clk_routes.png
Scale: 3 px per µm.
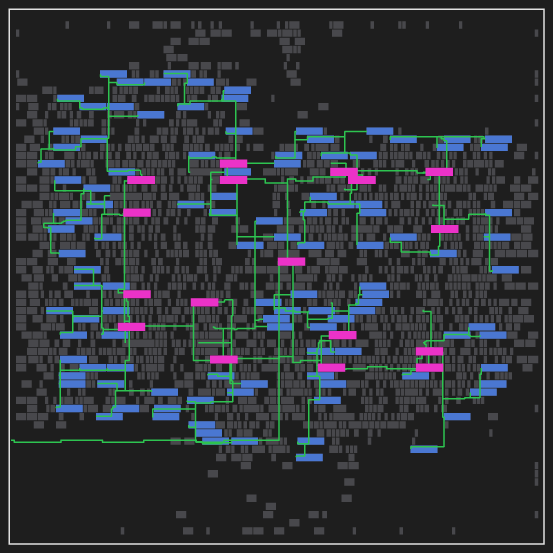
congestion.png
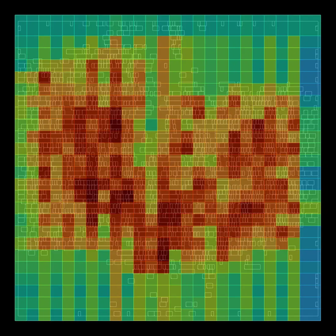
metal_density.png
Scale: 2 px per µm. The die is cut into 36 by 36 equal tiles; white is low, dark blue is high, scaled to the fullest tile. Values are wire area over tile area, all layers added.
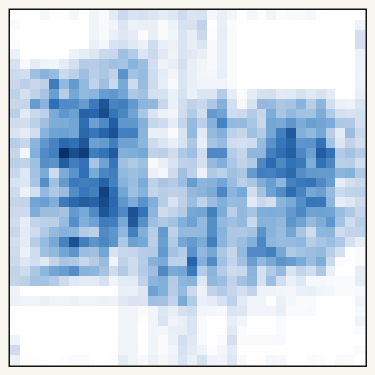
logic_types.png
Scale: 2 px per µm.
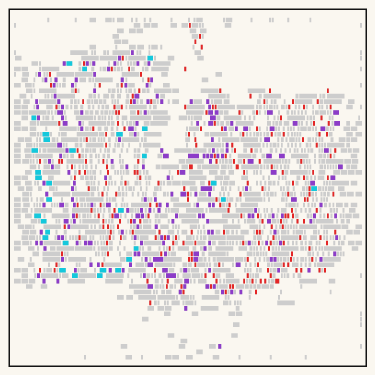
$ cat src/rtl/axi_dma_stream_writer.sv
// rtl/axi_dma_stream_writer.sv - write-side DMA sequencer splitting a 64-bit beat stream into AXI4 INCR bursts
// One burst is outstanding at a time. Bursts never cross a 4 KiB page.
module axi_dma_stream_writer #(
  parameter int         ID_WIDTH  = 8,
  parameter int         AXI_ID    = 0,
  parameter int         MAX_BURST = 16,
  parameter logic [3:0] AW_CACHE  = 4'b0011
) (
  input  logic                clk,
  input  logic                reset,
  input  logic                cmd_valid,
  output logic                cmd_ready,
  input  logic [63:0]         cmd_addr,
  input  logic [31:0]         cmd_beats,
  input  logic                s_valid,
  output logic                s_ready,
  input  logic [63:0]         s_data,
  output logic                m_axi_awvalid,
  input  logic                m_axi_awready,
  output logic [ID_WIDTH-1:0] m_axi_awid,
  output logic [63:0]         m_axi_awaddr,
  output logic [7:0]          m_axi_awlen,
  output logic [2:0]          m_axi_awsize,
  output logic [1:0]          m_axi_awburst,
  output logic                m_axi_awlock,
  output logic [3:0]          m_axi_awcache,
  output logic [2:0]          m_axi_awprot,
  output logic [3:0]          m_axi_awqos,
  output logic                m_axi_wvalid,
  input  logic                m_axi_wready,
  output logic [63:0]         m_axi_wdata,
  output logic [7:0]          m_axi_wstrb,
  output logic                m_axi_wlast,
  input  logic                m_axi_bvalid,
  output logic                m_axi_bready,
  input  logic [ID_WIDTH-1:0] m_axi_bid,
  input  logic [1:0]          m_axi_bresp,
  output logic                busy,
  output logic                done,
  output logic                err
);

  typedef enum logic [1:0] {S_IDLE, S_AW, S_W, S_B} state_t;

  state_t      state, state_nxt;
  logic [63:0] addr, addr_nxt;
  logic [31:0] rem, rem_nxt;
  logic [8:0]  burst;
  logic [7:0]  beat_cnt;
  logic        done_q;
  logic        err_q;
  logic        cmd_fire;
  logic        w_fire;
  logic        load_burst;
  logic        unused_ok;

  // Beats in the next burst: limited by remaining work, MAX_BURST and the room left in the 4 KiB page.
  function automatic logic [8:0] burst_beats(input logic [63:0] a, input logic [31:0] r);
    logic [31:0] room;
    logic [31:0] n;
    room = 32'd512 - {23'd0, a[11:3]};
    n    = r;
    if (n > 32'(MAX_BURST)) n = 32'(MAX_BURST);
    if (n > room) n = room;
    return 9'(n);
  endfunction

  assign cmd_ready = reset && (state == S_IDLE);
  assign cmd_fire  = cmd_valid && cmd_ready;
  assign w_fire    = m_axi_wvalid && m_axi_wready;

  always_comb begin
    state_nxt  = state;
    addr_nxt   = addr;
    rem_nxt    = rem;
    load_burst = 1'b0;
    case (state)
      S_IDLE: begin
        if (cmd_fire) begin
          addr_nxt = {cmd_addr[63:3], 3'b000};
          rem_nxt  = cmd_beats;
          if (cmd_beats != 32'd0) begin
            state_nxt  = S_AW;
            load_burst = 1'b1;
          end
        end
      end
      S_AW: begin
        if (m_axi_awready) state_nxt = S_W;
      end
      S_W: begin
        if (w_fire && m_axi_wlast) state_nxt = S_B;
      end
      S_B: begin
        if (m_axi_bvalid) begin
          addr_nxt = addr + {52'd0, burst, 3'b000};
          rem_nxt  = rem - {23'd0, burst};
          if (rem_nxt == 32'd0) begin
            state_nxt = S_IDLE;
          end else begin
            state_nxt  = S_AW;
            load_burst = 1'b1;
          end
        end
      end
      default: state_nxt = S_IDLE;
    endcase
  end

  always_ff @(posedge clk or negedge reset) begin
    if (!reset) begin
      state    <= S_IDLE;
      addr     <= 64'd0;
      rem      <= 32'd0;
      burst    <= 9'd0;
      beat_cnt <= 8'd0;
      done_q   <= 1'b0;
      err_q    <= 1'b0;
    end else begin
      state  <= state_nxt;
      addr   <= addr_nxt;
      rem    <= rem_nxt;
      done_q <= 1'b0;
      if (load_burst) burst <= burst_beats(addr_nxt, rem_nxt);
      if (state == S_AW) beat_cnt <= 8'd0;
      else if (w_fire)   beat_cnt <= beat_cnt + 8'd1;
      if (cmd_fire) begin
        err_q <= 1'b0;
        if (cmd_beats == 32'd0) done_q <= 1'b1;
      end
      if ((state == S_B) && m_axi_bvalid) begin
        if (m_axi_bresp != 2'b00) err_q <= 1'b1;
        if (rem_nxt == 32'd0)     done_q <= 1'b1;
      end
    end
  end

  assign m_axi_awvalid = (state == S_AW);
  assign m_axi_awid    = ID_WIDTH'(AXI_ID);
  assign m_axi_awaddr  = addr;
  assign m_axi_awlen   = 8'(burst - 9'd1);
  assign m_axi_awsize  = 3'd3;
  assign m_axi_awburst = 2'b01;
  assign m_axi_awlock  = 1'b0;
  assign m_axi_awcache = AW_CACHE;
  assign m_axi_awprot  = 3'd0;
  assign m_axi_awqos   = 4'd0;

  // W is a straight pass-through of the stream; nothing is buffered here.
  assign m_axi_wvalid  = (state == S_W) && s_valid;
  assign s_ready       = (state == S_W) && m_axi_wready;
  assign m_axi_wdata   = s_data;
  assign m_axi_wstrb   = 8'hFF;
  assign m_axi_wlast   = (state == S_W) && (beat_cnt == m_axi_awlen);

  assign m_axi_bready  = (state == S_B);
  assign busy          = (state != S_IDLE);
  assign done          = done_q;
  assign err           = err_q;

  assign unused_ok = &{1'b0, m_axi_bid, cmd_addr[2:0]};

endmodule

$ cat config.mk
export PLATFORM = sky130hd
export DESIGN_NAME = axi_dma_stream_writer
export DESIGN_NICKNAME = d
export VERILOG_FILES = /design/src/rtl/axi_dma_stream_writer.sv
export SDC_FILE = /design/constraint.sdc
export NUM_CORES = 1
export LEC_CHECK = 0
export ABC_AREA = 1
export CAP_MARGIN = 20
export CORE_MARGIN = 1.5
export CORE_UTILIZATION = 38
export CTS_BUF_LIST = sky130_fd_sc_hd__clkbuf_16
export CTS_CLUSTER_DIAMETER = 120
export CTS_CLUSTER_SIZE = 40
export DETAILED_ROUTE_END_ITERATION = 16
export GPL_ROUTABILITY_DRIVEN = 0
export PLACE_DENSITY = 0.78
export RECOVER_POWER = 100
export SYNTH_ARGS = -nofsm -noshare
export SYNTH_HDL_FRONTEND = slang
export SYNTH_SLANG_ARGS = --single-unit
export TNS_END_PERCENT = 10
$ cat constraint.sdc
create_clock -name clk -period 5.7 [get_ports clk]
set_input_delay 1.14 -clock clk [delete_from_list [all_inputs] [get_ports clk]]
set_output_delay 1.14 -clock clk [all_outputs]
set_load 0.05 [all_outputs]
==> writeup.txt <==
The run finished, with violations left. The checks that failed: capacitance limit, slew limit. STA classifies the critical path endpoint as a flip-flop. The core region is 29900 µm². The run gives 57 as the distinct cell type count after synthesis. Measured along the x axis, the die boundary spans 178 µm.

In the final report, the number of pins over their slew limit comes to 65. The starting utilization of the core area is 0.388. The via count of the first global-routing pass came out at 12334.

The cell class ranked first by area was multi-input combinational cells. With the cell area after synthesis at 11600 µm², the placed standard-cell area is 13200 µm². The number of max-cap violations was 2. In the synthesized netlist, the number of instances is 1839. For this design the static power due to leakage is 6.97 nW.

The worst hold path endpoint is err. The post-CTS repair timing setup buffer count was 0; the post-synthesis register bit count was 114. For the finished layout, the period the worst path requires is 5.11 ns. The register-to-register setup slack is 0.64 ns. The worst setup path is of the input pin to flip-flop kind.

The run gives 0.208 for the share of cell area taken by flip-flops and latches. The destination of the critical timing path was burst[0]. In this run, post-CTS repair resized a total of 0 instances. The layout report lists the combined flip-flop and latch area as 2850 µm². Xor/xnor share of the synthesized area: 0.0211. The tools report the first-pass detailed-route iteration total as 6. The async set-reset flop share out of synthesis was 1.00. The run gives 0.377 for the part of the power in registers. For this design the total switching power over the nets is 0.617 mW. In the final layout, the multi-input gates occupy 6950 µm². The final layout report lists a non-clock buffer count of 195. Layout cell share with drive strength beyond 1: 0.0688. The post-synth count of flops with an enable pin is 0. The most common cell in the netlist is sky130_fd_sc_hd__nand2_1. The run gives 1839 as the cell total in the yosys stat output.

The run gives 2162 for the net total in the final layout. The run gives 208 µV as the maximum ir drop on the vdd rail. For the number of ports placed on the die boundary, the log shows 355. After detailed routing, the met2 layer carries 18900 µm of wire.

By area, the combinational part of the netlist is dominated by simple AND/OR/NAND/NOR gates. Class of the worst hold path: flip-flop to flip-flop. The logs give 0.861 mW for the sequential logic power and 70 for the pin count of the biggest net entering global routing.

The worst setup path is launched from an input pin. The biggest area contributor in the post-synthesis netlist is sky130_fd_sc_hd__dfrtp_1. The tools report the global-route met2 utilization as 0.430.
## Picture notes: clk_routes.png
legend:
  magenta:
    item: clock drivers
    count: 17
  blue:
    item: flip-flops
    count: 114
  green:
    item: clock wires
    length: 1980 µm
routed clock nets: 18
fraction of power consumed by the clock network: 0.517
final setup skew: 0.0110 ns
clock insertion delay at the later pin of the skew report: 0.44 ns
power drawn by the clock network: 1.18 mW

## Picture notes: congestion.png
All-Layer GR Usage: 0.257
layer with the highest usage after global routing: met2
GR Layer Usage met1: 0.309

## Picture notes: metal_density.png
tiles over half the peak: 18%
densest ninth of the die: middle left
mean over tiles: 0.23
overall via count from detail_route: 12995
Total Wirelength: 40900 µm
wire length per cell: 17.4 µm

## Picture notes: logic_types.png
legend:
  cyan:
    family: non-inverting ao/oa cells
    cells: 31
    where: middle left
  purple:
    family: aoi and oai cells
    cells: 213
  red:
    family: inv cells
    cells: 237
count of non-filler cells in the finished layout: 2351
fraction of area in multi-input gates: 0.506
leading cell type in the layout, fill and taps excluded: sky130_fd_sc_hd__nand2_1

Power and IR drop assume default switching activity.
